--- config.mk ---
export PLATFORM = sky130hd
export DESIGN_NAME = coef_collector
export DESIGN_NICKNAME = d
export VERILOG_FILES = /design/src/rtl/coef_collector.sv
export SDC_FILE = /design/constraint.sdc
export NUM_CORES = 1
export LEC_CHECK = 0
export CORE_MARGIN = 2
export CORE_UTILIZATION = 50
export CTS_BUF_LIST = sky130_fd_sc_hd__clkbuf_4 sky130_fd_sc_hd__clkbuf_8
export CTS_CLUSTER_SIZE = 16
export DETAILED_ROUTE_END_ITERATION = 12
export GPL_ROUTABILITY_DRIVEN = 1
export GPL_TIMING_DRIVEN = 0
export PLACE_DENSITY_LB_ADDON = 0.12
export SLEW_MARGIN = 40
export SYNTH_ARGS = -nofsm -noshare
export SYNTH_HDL_FRONTEND = slang
export SYNTH_SLANG_ARGS = --single-unit
--- constraint.sdc ---
create_clock -name src_clk -period 2.8 [get_ports src_clk]
set_input_delay 0.56 -clock src_clk [delete_from_list [all_inputs] [get_ports src_clk]]
set_output_delay 0.56 -clock src_clk [all_outputs]
set_load 0.1 [all_outputs]
--- src/rtl/coef_collector.sv ---
// Collects saturated coefficients from the sum pipeline into two ping-pong row buffers
// and hands complete rows downstream over a valid/ready handshake.
module coef_collector #(
    parameter int  WORD_LEN   = 16,
    parameter int  MATRIX_DIM = 4,
    localparam int ROW_W      = WORD_LEN * MATRIX_DIM,
    localparam int IDX_W      = (MATRIX_DIM > 1) ? $clog2(MATRIX_DIM) : 1
) (
    input  logic                    src_clk,
    input  logic                    rst_n,
    input  logic                    start,
    input  logic                    we_in,
    input  logic signed [ROW_W-1:0] COEF_IN,
    output logic                    row_valid,
    input  logic                    row_ready,
    output logic [ROW_W-1:0]        ROW_OUT,
    output logic [IDX_W-1:0]        row_idx,
    output logic                    busy,
    output logic                    done,
    output logic                    overflow
);

    typedef enum logic [1:0] {IDLE, COLLECT, DRAIN} state_t;

    localparam logic [IDX_W-1:0] LAST = IDX_W'(MATRIX_DIM - 1);

    state_t state, state_next;

    logic [WORD_LEN-1:0] row_buf [2][MATRIX_DIM];
    logic [IDX_W-1:0]    row_tag [2];
    logic [1:0]          buf_full;
    logic                fill_sel;
    logic                rd_sel;
    logic [IDX_W-1:0]    col;
    logic [IDX_W-1:0]    row_cnt;

    logic start_ok, capture, write_en, row_end, last_row_end, accept, last_accept;

    // Clamp a full-precision coefficient into signed WORD_LEN range.
    function automatic logic [WORD_LEN-1:0] saturate(input logic signed [ROW_W-1:0] value);
        logic [ROW_W-WORD_LEN:0] upper;
        upper = value[ROW_W-1:WORD_LEN-1];
        if (upper == '0 || upper == '1)
            return value[WORD_LEN-1:0];
        else if (value[ROW_W-1])
            return {1'b1, {(WORD_LEN-1){1'b0}}};
        else
            return {1'b0, {(WORD_LEN-1){1'b1}}};
    endfunction

    // The fill buffer can only be full when both are, since drains follow fill order.
    assign start_ok     = (state == IDLE) && start;
    assign capture      = (state == COLLECT) && we_in;
    assign write_en     = capture && !buf_full[fill_sel];
    assign row_end      = write_en && (col == LAST);
    assign last_row_end = row_end && (row_cnt == LAST);
    assign row_valid    = buf_full[rd_sel];
    assign accept       = row_valid && row_ready;
    assign last_accept  = accept && (state == DRAIN) && (row_tag[rd_sel] == LAST);

    always_ff @(posedge src_clk or negedge rst_n) begin
        if (!rst_n)
            state <= IDLE;
        else
            state <= state_next;
    end

    always_comb begin
        state_next = state;
        busy       = 1'b0;
        unique case (state)
            IDLE:    if (start) state_next = COLLECT;
            COLLECT: begin
                busy = 1'b1;
                if (last_row_end) state_next = DRAIN;
            end
            DRAIN:   if (last_accept) state_next = IDLE;
            default: state_next = IDLE;
        endcase
    end

    always_ff @(posedge src_clk or negedge rst_n) begin
        if (!rst_n) begin
            for (int b = 0; b < 2; b++) begin
                row_tag[b] <= '0;
                for (int c = 0; c < MATRIX_DIM; c++)
                    row_buf[b][c] <= '0;
            end
            buf_full <= '0;
            fill_sel <= 1'b0;
            rd_sel   <= 1'b0;
            col      <= '0;
            row_cnt  <= '0;
            overflow <= 1'b0;
            done     <= 1'b0;
        end else begin
            done <= last_accept;
            if (start_ok) begin
                buf_full <= '0;
                fill_sel <= 1'b0;
                rd_sel   <= 1'b0;
                col      <= '0;
                row_cnt  <= '0;
                overflow <= 1'b0;
            end else begin
                if (accept) begin
                    buf_full[rd_sel] <= 1'b0;
                    rd_sel           <= ~rd_sel;
                end
                if (capture && buf_full[fill_sel])
                    overflow <= 1'b1;
                if (write_en) begin
                    row_buf[fill_sel][col] <= saturate(COEF_IN);
                    if (row_end) begin
                        buf_full[fill_sel] <= 1'b1;
                        row_tag[fill_sel]  <= row_cnt;
                        col                <= '0;
                        fill_sel           <= ~fill_sel;
                        row_cnt            <= row_cnt + IDX_W'(1);
                    end else begin
                        col <= col + IDX_W'(1);
                    end
                end
            end
        end
    end

    // Outputs read as zero whenever no row is presented.
    always_comb begin
        ROW_OUT = '0;
        row_idx = '0;
        if (row_valid) begin
            for (int c = 0; c < MATRIX_DIM; c++)
                ROW_OUT[c*WORD_LEN +: WORD_LEN] = row_buf[rd_sel][c];
            row_idx = row_tag[rd_sel];
        end
    end

endmodule

Figure 1. Power grid (run 1).
Bar = 50 microns. Pins as bars on the die edge. Tap cells in gray.
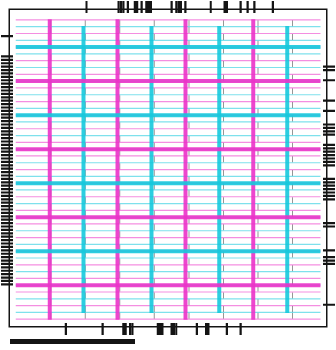
legend:
  VSS:
    color: magenta
  VDD:
    color: cyan
tap cells: 184
met5 straps: 8
rows: 44
met1 rails: 45
met4 straps: 8
peak supply drop: 0.426 mV
core footprint: 0.0146 sq mm
Horiz. Die Dim: 126 microns
Die Ht: 126 microns

Figure 2. Cells colored by class (run 1).
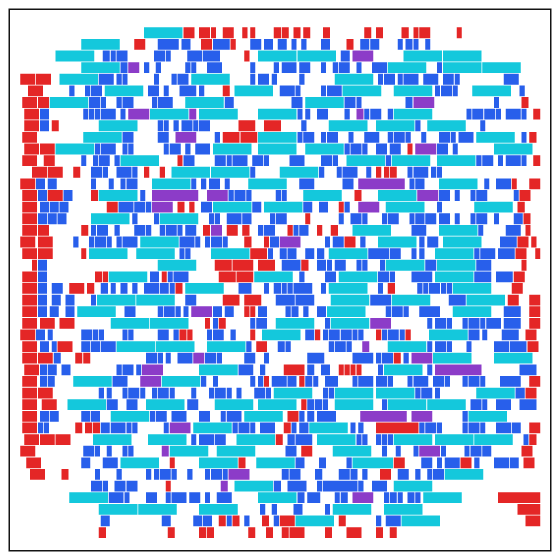
legend:
  other buffers and delay cells:
    color: red
    cells: 208
  flip-flops:
    color: cyan
    cells: 144
  clock drivers and dummy loads:
    color: purple
    cells: 32
  all other logic:
    color: blue
    cells: 631
fin area: 0.00946 sq mm
row count: 44
Seq/total area: 38.1%
post-layout util: 64.8%

Figure 3. Clock distribution (run 1).
Bar = 50 microns.
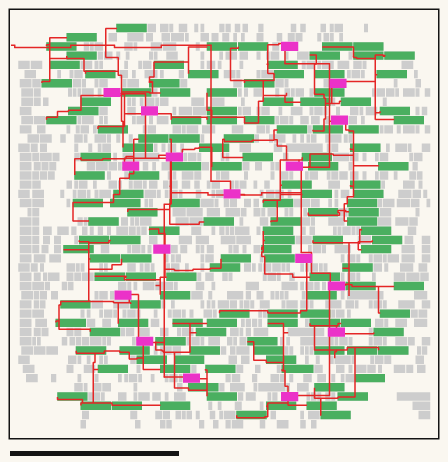
legend:
  flip-flops:
    color: green
    count: 144
  clock wires:
    color: red
    length: 1850 microns
  cells driving clock nets:
    color: magenta
    count: 17
flops lie: all over the die
clock-net power: 1.87 mW
Clock power frac: 18.3%
Clock Latency Late Sink: 0.47 ns
Setup Skew: 0.0122 ns

==> flow_metrics.tcl, run 1 <==
# collected from the flow reports
set metrics [dict create \
    cp-start-kind "register" \
    gr-usage-met1_pct 39.9 \
    power.switching_mw 4.68 \
    ys_cells 856 \
    post-place-ws_ns -0.587 \
    first_pass_iters 5 \
    htreeDepth 4 \
    taps 184 \
    layout_top_cell "nand2_1" \
    yosys.area_share.aoi_pct 13.3 \
    syn-cell-area_sq_mm 0.00749 \
    vias 6866 \
    required_ns 2.24 \
    root_buffer "clkbuf_8" \
    ant_nets 0 \
    power_leader "combinational cells" \
    hp-class "reg2reg" \
    num-fill-cells 1243 \
    cts_tree "done" \
    num-multi-input-gates 624 \
    logic_area_sq_mm 0.00367 \
    endpoint "ROW_OUT[46]" \
    status "completed" \
    top_area_cell "dfrtp_1" \
    ys.flop_type "dfrtp_1" \
    setup_ws_ns 0.0403 \
    io_buffers 123 \
    cap_violations 0 \
    power.leakage_nw 3.97 \
    cts.repair.resized 39 \
    top_regs "row_buf x128, row_tag x4" \
    grt_max_degree 65 \
    met3_length_microns 1640 \
    setup_viol 0 \
    period_used_pct 98.6 \
    final_cell_mix "nand2_1 (271), dfrtp_1 (143), o211ai_1 (120)" \
    synthToLayoutAreaGrowth_pct 26.3 \
    final_cell_count_no_fill 1199 \
    power.density_mw_per_mm2 1080 \
    drive_above_1_share_pct 19.4 \
    tool_warnings 32 \
    regArea_sq_mm 0.00360 \
    xor_area_share_pct 0.117 \
    cp.depth 5 \
    ff_count 144 \
    rsz0062_at_grt "yes" \
    synthesis.nets 930 \
    syn_area_per_cell_sq_um 8.75 \
    rrSetupSlack_ns 0.27 \
    place_congestion 0.833 \
    dpl.hpwl_microns 15900 \
    cts_buffers 17 \
    comb_area_share_pct 38.8 \
    synth_top_area_share_pct 48.1 \
    cts_setup_buffers 0 \
    ys_seq_share_pct 48.1 \
    place_inst 1165 \
    diodes 0 \
    r2r-start "state[1]" \
    drt_iter0_drc 607 \
    synthAdderAreaFrac_pct 0.836 \
    initial_core_util_pct 51.3 \
    p_int_mw 5.51 \
    path_class "reg2out" \
    cts.path.max_buffers 2 \
    wl_per_cell_microns 18.9 \
    first_global_vias 6822 \
    setup_tns_ns 0 \
    use_met3_pct 5.31 \
    timing.critical_path.buf_inv 3 \
    crit_fanout 10 \
    ys_async_sr_fraction_pct 100 \
    nClkBuffers 21 \
    area_leaders "dfrtp_1 (48%), nand2_1 (14%), o211ai_1 (12%)" \
    arrival_ns 2.20 \
    buf_share_pct 15.6 \
    seqPwrFrac_pct 34.3 \
    holdWs_ns 0.491 \
    r2r-end "row_buf[125]" \
    met2_length_microns 11000 \
]
Figure 4. Routed metal, one color a layer (run 1).
Bar = 50 microns. Two of the layers only.
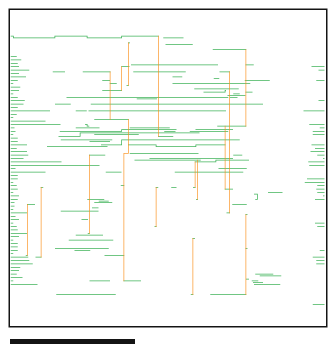

--- run 2 (diff from run 1) ---
--- a/config.mk
+++ b/config.mk
@@ -6,13 +6,13 @@
 export NUM_CORES = 1
 export LEC_CHECK = 0
 export CORE_MARGIN = 2
-export CORE_UTILIZATION = 50
-export CTS_BUF_LIST = sky130_fd_sc_hd__clkbuf_4 sky130_fd_sc_hd__clkbuf_8
+export CORE_UTILIZATION = 53
 export CTS_CLUSTER_SIZE = 16
 export DETAILED_ROUTE_END_ITERATION = 12
 export GPL_ROUTABILITY_DRIVEN = 1
 export GPL_TIMING_DRIVEN = 0
 export PLACE_DENSITY_LB_ADDON = 0.12
+export REMOVE_ABC_BUFFERS = 1
 export SLEW_MARGIN = 40
 export SYNTH_ARGS = -nofsm -noshare
 export SYNTH_HDL_FRONTEND = slang
Figure 5. Routed metal, one color a layer (run 2).
Bar = 20 microns. Two of the layers only.
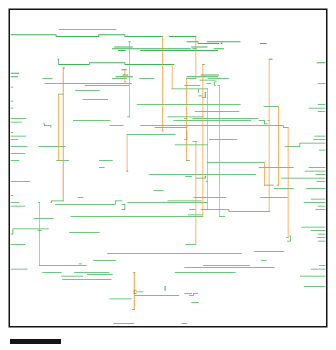
legend:
  met4:
    color: orange
    wire_length: 598 microns
  met3:
    color: green
    wire_length: 1560 microns
routed len/inst: 19.3 microns
Total GRT Usage: 30.5%

==> flow_metrics.tcl, run 2 <==
# collected from the flow reports
set metrics [dict create \
    synth_top_area_share_pct 48.1 \
    vias 6861 \
    num-multi-input-gates 625 \
    period_used_pct 98.3 \
    rsz0062_at_grt "yes" \
    place_congestion 0.804 \
    io_buffers 138 \
    crit_fanout 25 \
    layout_top_cell "nand2_1" \
    status "completed" \
    drt_iter0_drc 675 \
    p_clk_share_pct 23.0 \
    initial_core_util_pct 54.1 \
    regArea_sq_mm 0.00361 \
    finalPower_mw 10.5 \
    r2r-end "row_buf[39]" \
    overflow 0 \
    ant_nets 0 \
    post-place-ws_ns -0.932 \
    setup_viol 0 \
    seqPwrFrac_pct 33.3 \
    endpoint "ROW_OUT[58]" \
    top_regs "row_buf x128, row_tag x4" \
    io_pins 139 \
    power.switching_mw 4.50 \
    setup_ws_ns 0.0464 \
    use_met3_pct 6.41 \
    dpl.hpwl_microns 13600 \
    ys_cells 856 \
    htreeDepth 4 \
    regMostFlops "row_buf" \
    ys_seq_share_pct 48.1 \
    synthToLayoutAreaGrowth_pct 25.4 \
    holdWs_ns 0.0694 \
    grt_max_degree 79 \
    buf_share_pct 14.8 \
    first_pass_iters 5 \
    synthAdderAreaFrac_pct 0.836 \
    cts.path.max_buffers 2 \
    insertion_delay_ns 0.43 \
    arrival_ns 2.19 \
    rrSetupSlack_ns 0.11 \
    r2r-start "fill_sel" \
    pwr-share-comb_pct 43.7 \
    gr-usage-met1_pct 40.1 \
    tool_warnings 29 \
    yosys.area_share.aoi_pct 13.3 \
    root_buffer "clkbuf_16" \
    cts_buffers 17 \
    final_cell_mix "nand2_1 (271), dfrtp_1 (143), o211ai_1 (120)" \
    r2r_cells 5 \
    nClkBuffers 21 \
    setup_tns_ns 0 \
    timing.critical_path.buf_inv 4 \
    p_int_mw 5.98 \
    met3_length_microns 1560 \
    met2_length_microns 10700 \
    syn_area_per_cell_sq_um 8.75 \
    diodes 0 \
    num-fill-cells 1094 \
    dieWidth_microns 123 \
    xor_area_share_pct 0.117 \
    cts_tree "done" \
    cp.depth 6 \
    place_inst 1102 \
    area_leaders "dfrtp_1 (48%), nand2_1 (14%), o211ai_1 (12%)" \
    irDropWorstVdd_mv 0.737 \
    path_class "reg2out" \
    die.size.y_microns 123 \
    p_comb_mw 4.58 \
    hp-class "in2async" \
    fin_skew_ns 0.00566 \
    top_area_cell "dfrtp_1" \
    ys.flop_type "dfrtp_1" \
    cts_setup_buffers 14 \
    ys_async_sr_fraction_pct 100 \
    logic_area_sq_mm 0.00350 \
    first_global_vias 6737 \
    comb_area_share_pct 37.3 \
    cts.repair.resized 6 \
    power.leakage_nw 4.02 \
]
Figure 6. Cells colored by class (run 2).
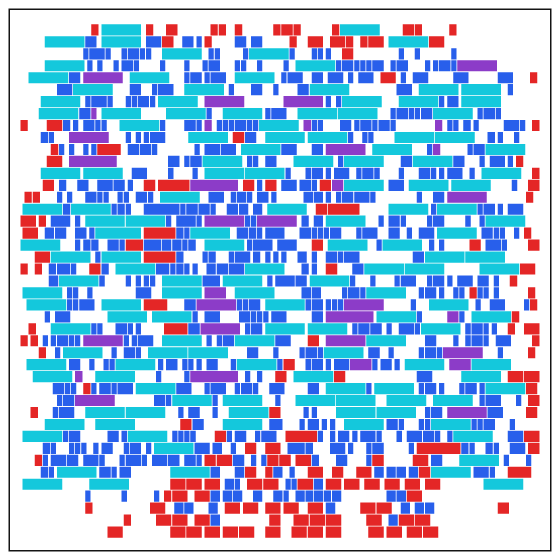
legend:
  flip-flops:
    color: cyan
    cells: 144
  all other logic:
    color: blue
    cells: 632
  clock drivers and dummy loads:
    color: purple
    cells: 32
  other buffers and delay cells:
    color: red
    cells: 163
fin area: 0.00939 sq mm
core footprint: 0.0138 sq mm
Seq/total area: 38.4%
row count: 43
post-layout util: 67.9%

Power is estimated from default activity; no workload was simulated.
